File: src/rtl/mem_pkg.sv
// Shared definitions for the load path: funct3 codes, fault codes, FSM states.
// Helper functions classify a load's funct3 so decode lives in one place.
package mem_pkg;

  localparam int MEM_BYTES_DEF = 512;

  localparam logic [2:0] F3_LB  = 3'd0;
  localparam logic [2:0] F3_LH  = 3'd1;
  localparam logic [2:0] F3_LW  = 3'd2;
  localparam logic [2:0] F3_LBU = 3'd4;
  localparam logic [2:0] F3_LHU = 3'd5;

  localparam logic [1:0] FLT_NONE     = 2'd0;
  localparam logic [1:0] FLT_MISALIGN = 2'd1;
  localparam logic [1:0] FLT_RANGE    = 2'd2;
  localparam logic [1:0] FLT_ILLEGAL  = 2'd3;

  typedef enum logic [1:0] {
    ST_IDLE = 2'd0,
    ST_READ = 2'd1,
    ST_RESP = 2'd2
  } state_e;

  // Access size in bytes; 0 marks an illegal funct3.
  function automatic logic [2:0] access_size(input logic [2:0] f3);
    case (f3)
      F3_LB, F3_LBU: access_size = 3'd1;
      F3_LH, F3_LHU: access_size = 3'd2;
      F3_LW:         access_size = 3'd4;
      default:       access_size = 3'd0;
    endcase
  endfunction

endpackage

File: src/rtl/load_extract.sv
// Combinational lane select and sign/zero extension of a big-endian RAM word.
// Only the leading lanes are looked at, so trailing X lanes never leak out.
module load_extract
  import mem_pkg::*;
(
  input  logic [2:0]  funct3,
  input  logic [31:0] word,
  output logic [31:0] result
);

  always_comb begin
    result = '0;
    case (funct3)
      F3_LB:  result = {{24{word[31]}}, word[31:24]};
      F3_LBU: result = {24'd0, word[31:24]};
      F3_LH:  result = {{16{word[31]}}, word[31:16]};
      F3_LHU: result = {16'd0, word[31:16]};
      F3_LW:  result = word;
      default: result = '0;
    endcase
  end

endmodule

File: src/rtl/mem_load_unit.sv
// RV32E load stage: address generation and checking, one-cycle RAM read,
// extraction, and a valid/ready response. Faulting loads skip the RAM entirely.
module mem_load_unit
  import mem_pkg::*;
#(
  parameter int MEM_BYTES = MEM_BYTES_DEF,
  parameter int ADDR_W    = 32
) (
  input  logic              clk,
  input  logic              reset_n,
  input  logic              req_valid,
  output logic              req_ready,
  input  logic [31:0]       req_base,
  input  logic [11:0]       req_offset,
  input  logic [2:0]        req_funct3,
  input  logic [3:0]        req_rd,
  output logic [ADDR_W-1:0] mem_addr,
  input  logic [31:0]       mem_rdata,
  output logic              rsp_valid,
  input  logic              rsp_ready,
  output logic [31:0]       rsp_data,
  output logic [3:0]        rsp_rd,
  output logic [1:0]        rsp_fault
);

  state_e            state_q, state_d;
  logic [ADDR_W-1:0] mem_addr_q, mem_addr_d;
  logic [2:0]        f3_q, f3_d;
  logic              rsp_valid_q, rsp_valid_d;
  logic [31:0]       rsp_data_q, rsp_data_d;
  logic [3:0]        rsp_rd_q, rsp_rd_d;
  logic [1:0]        rsp_fault_q, rsp_fault_d;

  logic [31:0] ea;
  logic [2:0]  size;
  logic [32:0] limit;
  logic [1:0]  fault;
  logic [31:0] ext_data;

  assign ea    = req_base + {{20{req_offset[11]}}, req_offset};
  assign size  = access_size(req_funct3);
  assign limit = 33'(MEM_BYTES) - {30'd0, size};

  // Wrapped sums are compared unsigned exactly as formed.
  always_comb begin
    fault = FLT_NONE;
    if (size == 3'd0)
      fault = FLT_ILLEGAL;
    else if ((size == 3'd2 && ea[0]) || (size == 3'd4 && ea[1:0] != 2'b00))
      fault = FLT_MISALIGN;
    else if ({1'b0, ea} > limit)
      fault = FLT_RANGE;
  end

  load_extract u_extract (
    .funct3 (f3_q),
    .word   (mem_rdata),
    .result (ext_data)
  );

  always_comb begin
    state_d     = state_q;
    mem_addr_d  = mem_addr_q;
    f3_d        = f3_q;
    rsp_valid_d = rsp_valid_q;
    rsp_data_d  = rsp_data_q;
    rsp_rd_d    = rsp_rd_q;
    rsp_fault_d = rsp_fault_q;
    case (state_q)
      ST_IDLE: begin
        if (req_valid) begin
          f3_d        = req_funct3;
          rsp_rd_d    = req_rd;
          rsp_fault_d = fault;
          if (fault == FLT_NONE) begin
            mem_addr_d = ADDR_W'(ea);
            state_d    = ST_READ;
          end else begin
            rsp_data_d  = '0;
            rsp_valid_d = 1'b1;
            state_d     = ST_RESP;
          end
        end
      end
      ST_READ: begin
        rsp_data_d  = ext_data;
        rsp_valid_d = 1'b1;
        state_d     = ST_RESP;
      end
      ST_RESP: begin
        if (rsp_ready) begin
          rsp_valid_d = 1'b0;
          state_d     = ST_IDLE;
        end
      end
      default: state_d = ST_IDLE;
    endcase
  end

  always_ff @(posedge clk) begin
    if (!reset_n) begin
      state_q     <= ST_IDLE;
      mem_addr_q  <= '0;
      f3_q        <= '0;
      rsp_valid_q <= 1'b0;
      rsp_data_q  <= '0;
      rsp_rd_q    <= '0;
      rsp_fault_q <= FLT_NONE;
    end else begin
      state_q     <= state_d;
      mem_addr_q  <= mem_addr_d;
      f3_q        <= f3_d;
      rsp_valid_q <= rsp_valid_d;
      rsp_data_q  <= rsp_data_d;
      rsp_rd_q    <= rsp_rd_d;
      rsp_fault_q <= rsp_fault_d;
    end
  end

  assign req_ready = (state_q == ST_IDLE);
  assign mem_addr  = mem_addr_q;
  assign rsp_valid = rsp_valid_q;
  assign rsp_data  = rsp_data_q;
  assign rsp_rd    = rsp_rd_q;
  assign rsp_fault = rsp_fault_q;

endmodule

File: config.mk
export PLATFORM = sky130hd
export DESIGN_NAME = mem_load_unit
export DESIGN_NICKNAME = d
export VERILOG_FILES = /design/src/rtl/mem_pkg.sv /design/src/rtl/load_extract.sv /design/src/rtl/mem_load_unit.sv
export SDC_FILE = /design/constraint.sdc
export NUM_CORES = 1
export LEC_CHECK = 0
export CORE_ASPECT_RATIO = 1.4
export CORE_MARGIN = 1
export CORE_UTILIZATION = 40
export DETAILED_ROUTE_END_ITERATION = 12
export HOLD_SLACK_MARGIN = 0.1
export PLACE_DENSITY = 0.76
export SYNTH_ARGS = -nofsm -noshare
export SYNTH_HDL_FRONTEND = slang
export SYNTH_SLANG_ARGS = --single-unit
File: constraint.sdc
create_clock -name clk -period 8.2 [get_ports clk]
set_input_delay 1.23 -clock clk [delete_from_list [all_inputs] [get_ports clk]]
set_output_delay 1.23 -clock clk [all_outputs]
set_load 0.005 [all_outputs]
Fig. 1: run 1, placement view
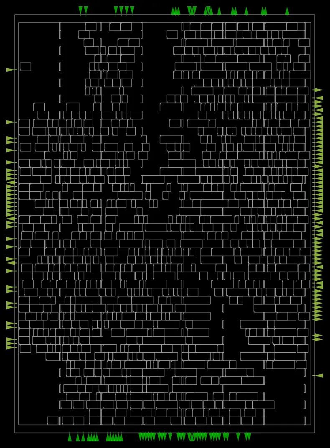
layout filler cell count: 1297
non-filler cells in the finished layout: 1054

Fig. 2: run 1, sequential cells coloured by netlist name
Other sequential cells in the stronger grey, the rest of the logic in the fainter grey.
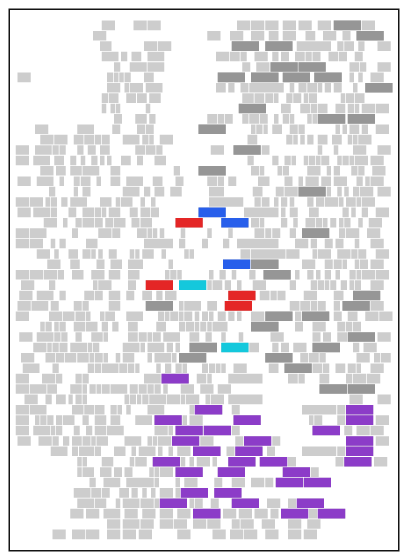
state_q -> cyan  # sequential cells 2
mem_addr -> purple  # sequential cells 32
f3_q -> blue  # sequential cells 3
rsp_rd -> red  # sequential cells 4, where centre
Storage cell area: 1520 µm²
Final Util: 55.8%
Seq group: 0.378 mW
register fraction of the total cell area: 20.3%

==> reports/README.md, run 1 <==
| Item | Value |
|:---|:---|
| Outcome | finished clean |
| Slew Limit Fails | 0 |
| Die Y | 141 µm |
| Startpoint-to-endpoint class of the critical path | input port to flip-flop |
| Maximum root-to-sink buffer count | 2 |
| Critical-path cell list | clkdlybuf4s50_1 -> ha_1 -> inv_1 -> fa_1 -> nor2b_1 -> o2111ai_1 -> nand2_1 -> a21o_1 -> a21oi_1 -> xnor2_1 -> ha_1 -> nand4_1 -> nor3_1 -> nor4_1 -> a21oi_1 -> nand3b_1 -> or4_1 -> and4bb_2 -> nand3_1 -> buf_4 -> and3_1 |
| Syn Inst Count | 742 |
| Total die size | 14400 µm² |
| Sequential share of power | 34.8% |
| Post-layout minimum cycle time | 5.36 ns |
| Clock Skews | 0.00474 ns |
| Cell total after placement | 1038 |
| Yosys stat chip area | 5550 µm² |
| Combinational group power | 0.308 mW |
| I/O Pins | 159 |
| Heaviest power group | clock |
| Prevailing logic family in the synthesized netlist | AND-OR/OR-AND gates |
| Input/output buffers | 158 |
| Clock-pin slew on the worst setup and hold paths | 0.06 ns |
| Main flop type | sky130_fd_sc_hd__dfxtp_1 |
| Count of endpoints failing setup in the final report | 0 |
| Inserted Clock Buffers | 9 |
| Worst setup SP type | input port |
| Leakage Power | 2.97 nW |
| Via count of the first global-routing pass | 5654 |
| Fa+ha+maj area frac | 10.3% |
| Crit path DAT | 5.58 ns |
| Clock tree from TritonCTS | yes |
Fig. 3: run 1, wiring heat map
The bar under the picture is 20 µm long. The die is cut into 20 by 28 equal tiles; black is low, pale yellow is high, scaled to the fullest tile. Values are wire area over tile area, all layers added.
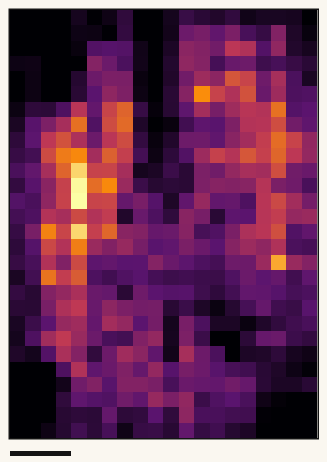
tiles over half the peak = 10%
densest ninth of the die = west
emptiest ninth of the die = south-east
via count: 5910
overall track demand over capacity in global routing: 23.7%
post-detailed-routing wire length: 17100 µm

Fig. 4: run 1, cells coloured by class
Fill, decap, tap and diode cells in grey.
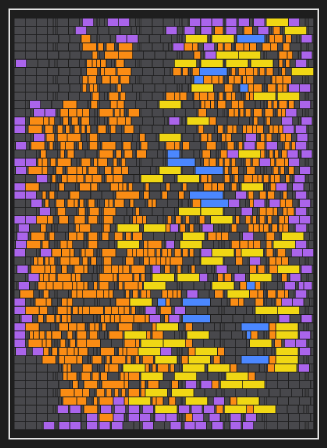
remaining buffers and delay cells -> purple  # cells 163, share of their area 22%
remaining logic cells -> orange  # cells 617, share of their area 53%
clock drivers and dummy loads -> blue  # cells 16, share of their area 4.1%
registers -> yellow  # cells 76, share of their area 21%
summed area of non-filler cells in the final layout: 7510 µm²
Placeable Area: 13500 µm²
FP Rows: 50

==> run 1: layer usage <==
metal / up-vias / part of all wire, % / track usage [%]
li1: 2953 / - / -
met1: 2691 / 42 / 28.9
met2: 223 / 50 / 41.2
met3: 43 / 5.6 / 2.41
met4: 0 / 3.3 / 11.2
met5: - / 0 / 0
==> run 1: state kept, by name (all words and copies together), names as in the netlist <==
name,count
mem_addr,32
rsp_data,32
rsp_rd,4
f3_q,3
rsp_fault,2
state_q,2
rsp_valid,1
==> run 1: worst paths after layout <==
check,slack (ns),end,start,depth (start not counted)
worst max-delay path,2.84,mem_addr[28],req_base[0],21
worst min-delay path,0.45,rsp_rd[0],rsp_rd[0],2
worst max register to register,5.68,rsp_data[20],f3_q[1],6
worst min register to register,0.45,rsp_rd[0],rsp_rd[0],2
==> run 1: final cells by class <==
| type | count | area, µm² |
|---|---|---|
| multi-input cells | 595 | 3760 |
| clock buffers | 10 | 229 |
| repair buffers | 163 | 1610 |
| well taps | 182 | 228 |
| flip-flops and latches | 76 | 1520 |
| fillers | 1297 | 5940 |
| clock inverters | 6 | 72.6 |
| inverters | 22 | 82.6 |
==> run 1: worst register-to-register path: stages (launching register included) <==
cell                      delay (ns)
sky130_fd_sc_hd__dfxtp_1        0.76
sky130_fd_sc_hd__nor2b_1        0.64
sky130_fd_sc_hd__and2_1         0.57
sky130_fd_sc_hd__nand2_1        0.10
sky130_fd_sc_hd__a21oi_1        0.22
sky130_fd_sc_hd__a31oi_1        0.07
sky130_fd_sc_hd__o21ai_1        0.10
==> run 1: placed cells by master (no fill, tap or decap), types with 3 or more instances in the layout <==
master                            Yosys  final
sky130_fd_sc_hd__a211oi_1             7      7
sky130_fd_sc_hd__a21o_1              11     11
sky130_fd_sc_hd__a21oi_1             86     86
sky130_fd_sc_hd__a22oi_1              7      7
sky130_fd_sc_hd__a31oi_1             39     38
sky130_fd_sc_hd__and2_1               4      4
sky130_fd_sc_hd__and3_1              24     24
sky130_fd_sc_hd__and4_1               4      4
sky130_fd_sc_hd__buf_4                1      5
sky130_fd_sc_hd__clkbuf_16            0      9
sky130_fd_sc_hd__clkdlybuf4s50_1      0    157
sky130_fd_sc_hd__clkinvlp_4           0      3
sky130_fd_sc_hd__dfxtp_1             76     76
sky130_fd_sc_hd__ha_1                44     44
sky130_fd_sc_hd__inv_1               22     22
sky130_fd_sc_hd__mux2i_1             14     14
sky130_fd_sc_hd__nand2_1             96     96
sky130_fd_sc_hd__nand2b_1             8      8
sky130_fd_sc_hd__nand3_1              7      7
sky130_fd_sc_hd__nand3b_1            35     35
sky130_fd_sc_hd__nand4_1             11     11
sky130_fd_sc_hd__nor2_1              53     53
sky130_fd_sc_hd__nor2b_1             10     10
sky130_fd_sc_hd__nor3_1               5      5
sky130_fd_sc_hd__o21a_1               9      9
sky130_fd_sc_hd__o21ai_0             21     21
sky130_fd_sc_hd__o21ai_1             32     32
sky130_fd_sc_hd__o31ai_1              4      4
sky130_fd_sc_hd__or2_2                4      4
sky130_fd_sc_hd__or3_1                5      5
sky130_fd_sc_hd__xnor2_1             12     12
sky130_fd_sc_hd__xor2_1               8      8
Fig. 5: run 1, a small window of the routed layout
The bar under the picture is 20 µm long. Window x 0 to 50, y 10 to 60 µm. Cells in grey, sequential cells in the stronger grey; small squares are vias.
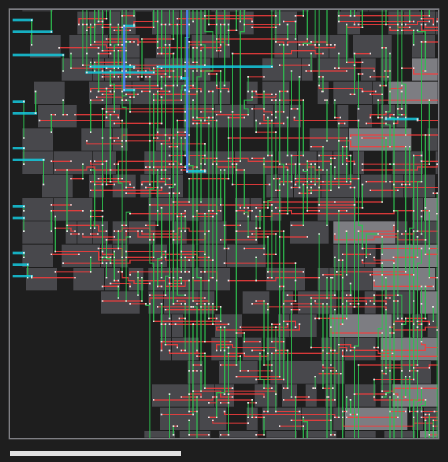

## Run 2: what changed since run 1
- PLACE_DENSITY: 0.76 -> 0.79
- clock period: 8.2 -> 4.9 ns (I/O delays scaled with it)
Fig. 6: run 2, a small window of the routed layout
The bar under the picture is 20 µm long. Window x 0 to 50, y 10 to 60 µm. Cells in grey, sequential cells in the stronger grey; small squares are vias.
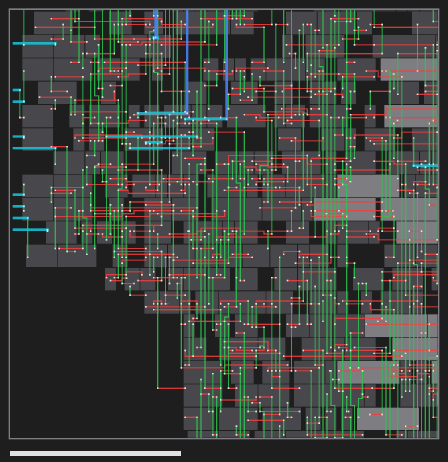
M4 -> blue
M2 -> green
M1 -> red
M3 -> cyan
cells with their middle in the window = 189
most frequent = nand2_1 (27), ha_1 (21), clkdlybuf4s50_1 (18)
sequential cells in the window = 10
netlist names of flops here include = mem_addr (10)

==> reports/README.md, run 2 <==
| Item | Value |
|:---|:---|
| Overall track demand over capacity in global routing | 22.4% |
| Sequential share of power | 34.5% |
| Outcome | finished clean |
| Slack of the worst reg-to-reg path | 2.38 ns |
| Leakage Power | 3.15 nW |
| Post-detailed-routing wire length | 16900 µm |
| Crit path DAT | 4.87 ns |
| Inserted Clock Buffers | 9 |
| Post-layout minimum cycle time | 4.64 ns |
| Maximum root-to-sink buffer count | 2 |
| Die Y | 141 µm |
| Clock-pin slew on the worst setup and hold paths | 0.06 ns |
| Slew Limit Fails | 0 |
| Cell total after placement | 1056 |
| Worst setup SP type | input port |
| Layout filler cell count | 1209 |
| Final Util | 58.1% |
| Total die size | 14400 µm² |
| Fa+ha+maj area frac | 10.3% |
| Yosys stat chip area | 5550 µm² |
| FP Rows | 50 |
| Most instantiated logic cell after routing | sky130_fd_sc_hd__clkdlybuf4s50_1 |
run 2: cell type report:
type,count,area [µm²],share of cell area (%)
repair buffers,188,1870,23.9
well taps,182,228,2.91
inverters,22,82.6,1.06
multi-input cells,595,3810,48.7
clock inverters,7,81.3,1.04
clock buffers,9,225,2.88
flip-flops and latches,76,1520,19.5
run 2: final timing paths:
kind	start	endpoint	cells past startpoint
setup / recovery	req_base[1]	mem_addr[25]	20
hold / removal	rsp_rd[1]	rsp_rd[1]	2
setup reg to reg	state_q[1]	rsp_data[20]	5
hold reg to reg	rsp_rd[1]	rsp_rd[1]	2
run 2: what timing repair did:
action	in CTS	in global routing
gates resized	0	14
buffers inserted	0	4
endpoints found under the setup margin	0	65
run 2: worst min-delay path: stages (launching register included):
cell and delay [ns]:
sky130_fd_sc_hd__dfxtp_1 0.31, sky130_fd_sc_hd__nand2_1 0.05, sky130_fd_sc_hd__a21oi_1 0.05
run 2: routing by layer:
| metal | global-route usage [%] | vias to the layer above | wire [µm] |
|---|---|---|---|
| met5 | 0 | - | 0 |
| met4 | 10.8 | 0 | 541 |
| met3 | 3.20 | 36 | 941 |
| met2 | 40.7 | 217 | 8730 |
| met1 | 25.2 | 2787 | 6710 |
| li1 | - | 3001 | - |
run 2: cell families after synthesis:
family | Yosys count
adder cells (fa/ha/maj) | 45
multiplexers | 15
XOR/XNOR | 20
flip-flops | 76
AND/OR/NAND/NOR | 275
AND-OR/OR-AND | 240
buffers and inverters | 71
run 2: power by group through the flow:
| stage | registers, mW | logic [mW] | clock network, mW |
|---|---|---|---|
| after floorplan | 0.641 | 0.332 | 0 |
| after global placement | 0.650 | 0.512 | 0 |
| after detailed placement | 0.650 | 0.513 | 0 |
| after CTS | 0.636 | 0.516 | 0.684 |
| after global routing | 0.637 | 0.588 | 0.713 |
| final | 0.636 | 0.534 | 0.672 |
run 2: per-stage QoR:
step / area [µm²] / total power, mW / hold WS [ns] / setup TNS, ns
floorplan: 5550 / 0.974 / 0.453 / 0
global placement: 7370 / 1.16 / 0.442 / -0.501
detailed placement: 7370 / 1.16 / 0.450 / -5.68
CTS: 7670 / 1.84 / 0.459 / 0
global route: 7820 / 1.94 / 0.480 / -0.268
finish: 7820 / 1.84 / 0.455 / 0
Fig. 7: run 2, cells coloured by class
Fill, decap, tap and diode cells in grey.
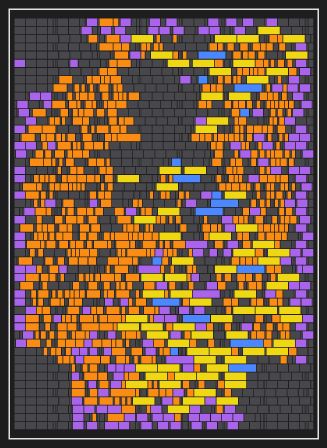

## Run 3: what changed since run 2
- CAP_MARGIN: default -> 20
- CORE_ASPECT_RATIO: 1.4 -> 1.1
Fig. 8: run 3, cells coloured by class
Fill, decap, tap and diode cells in grey.
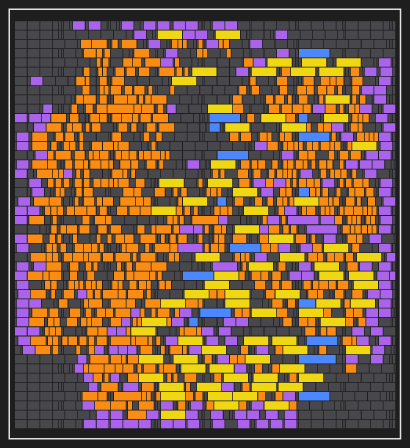
clock drivers and dummy loads -> blue  # cells 16, share of their area 4.0%
registers -> yellow  # cells 76, share of their area 20%
remaining logic cells -> orange  # cells 617, share of their area 52%
remaining buffers and delay cells -> purple  # cells 186, share of their area 24%
Final Util: 59.1%
register fraction of the total cell area: 19.2%
Placeable Area: 13400 µm²
summed area of non-filler cells in the final layout: 7910 µm²
FP Rows: 44

==> reports/README.md, run 3 <==
| Item | Value |
|:---|:---|
| Destination of the worst register-to-register timing path | rsp_data[26] |
| Overall track demand over capacity in global routing | 22.3% |
| Die Y | 126 µm |
| Cell total after placement | 1058 |
| Area growth from synthesis to final layout | 42.4% |
| Instance count along the most critical hold path | 2 |
| Critical-path cell list | clkdlybuf4s50_1 -> inv_1 -> fa_2 -> nor2b_4 -> buf_4 -> o21a_1 -> nor2_1 -> xnor2_1 -> ha_1 -> nand4_1 -> nor3_2 -> nor4_1 -> a21oi_1 -> nand3b_1 -> or4_1 -> and4bb_2 -> buf_6 -> a31oi_4 -> clkbuf_16 -> o21ai_2 |
| Input/output buffers | 158 |
| Slew Limit Fails | 0 |
| Clock Skews | 0.00966 ns |
| Depth of the CTS H-tree | 3 |
| Count of endpoints failing setup in the final report | 0 |
| Maximum root-to-sink buffer count | 2 |
| Startpoint of the worst register-to-register path | f3_q[1] |
| Hold Crit Start | mem_addr[1] |
| Leakage Power | 3.19 nW |
| Most frequent cells in the layout | 155 x sky130_fd_sc_hd__clkdlybuf4s50_1, 95 x sky130_fd_sc_hd__nand2_1, 84 x sky130_fd_sc_hd__a21oi_1, 76 x sky130_fd_sc_hd__dfxtp_1, 53 x sky130_fd_sc_hd__nor2_1 |
| Clock-pin slew on the worst setup and hold paths | 0.06 ns |
| Post-detailed-routing wire length | 17100 µm |
| Sequential share of power | 34.0% |
| Startpoint-to-endpoint class of the critical path | input port to flip-flop |
| Overall power after layout | 1.86 mW |
| Via count | 6069 |
| R2R cell count | 6 |
| Slack of the worst reg-to-reg path | 2.36 ns |
| Yosys stat chip area | 5550 µm² |
| Post-layout minimum cycle time | 4.67 ns |
| Outcome | finished clean |
| Final-layout setup total negative slack | 0 ns |
| Most instantiated logic cell after routing | sky130_fd_sc_hd__clkdlybuf4s50_1 |
| Total die size | 14400 µm² |
| Syn Inst Count | 742 |
| Inserted Clock Buffers | 9 |
| Clock tree from TritonCTS | yes |
| VDD IR max | 157 µV |
## run 3: cell counts after synthesis
No cell type changed its count.
## run 3: cell type report
type	instances	area, µm²
Inverter	22	82.6
Timing Repair Buffer	186	1860
Fill cell	1260	5470
Clock buffer	10	239
Sequential cell	76	1520
Multi-Input combinational cell	595	3910
Tap cell	184	230
Clock inverter	6	70.1
## run 3: worst max-delay path by stage
stage                         endpoint  slack (ns)  depth (start not counted)         from
after floorplan           mem_addr[10]        0.57                         19  req_base[0]
after global placement    rsp_data[30]      -0.006                         22  req_base[0]
after detailed placement  rsp_data[30]       -0.18                         22  req_base[0]
after CTS                 rsp_data[29]        0.17                         22  req_base[0]
after global routing      rsp_data[11]       -0.04                         21  req_base[1]
final                      rsp_data[0]        0.23                         20  req_base[1]
## run 3: power by group through the flow
stage / sequential, mW / combinational [mW] / clock, mW
CTS: 0.633 / 0.517 / 0.698
global route: 0.633 / 0.599 / 0.718
global placement: 0.646 / 0.513 / 0
detailed placement: 0.646 / 0.514 / 0
finish: 0.633 / 0.544 / 0.685
floorplan: 0.641 / 0.332 / 0
## run 3: metal layers
metal  global-route usage, %  up-vias  wire length [µm]
li1                        -     3001                 -
met1                    28.4     2771              7260
met2                    37.8      264              8300
met3                    3.78       33              1150
met4                    7.33        0               395
met5                       0        -                 0
## run 3: metrics by stage
stage	hold slack (ns)	instance area (µm²)
6_report	0.455	7910
5_1_grt	0.475	7910
4_1_cts	0.458	7680
3_5_place_dp	0.449	7370
3_3_place_gp	0.444	7370
2_1_floorplan	0.453	5550
## run 3: cells by family (layout without fill, tap and decap cells)
group	Yosys count	count (layout)	synth area share [%]
AND/OR/NAND/NOR	275	275	25.6
multiplexers	15	15	2.73
adder cells (fa/ha/maj)	45	45	10.3
XOR/XNOR	20	20	3.16
buffers and inverters	71	224	4.94
AND-OR/OR-AND	240	240	25.9
flip-flops	76	76	27.4
## run 3: repair_timing
| action | 4_1_cts | 5_1_grt |
|---|---|---|
| gates resized | 0 | 41 |
| endpoints found under the setup margin | 0 | 66 |
| setup buffers | 0 | 2 |
| hold buffers | 0 | 0 |
## run 3: worst min-delay path, cell delays in order (launching register included)
cell and delay [ns]:
sky130_fd_sc_hd__dfxtp_1 0.30, sky130_fd_sc_hd__nand2_1 0.05, sky130_fd_sc_hd__mux2i_1 0.05
Power is estimated from default activity; no workload was simulated.
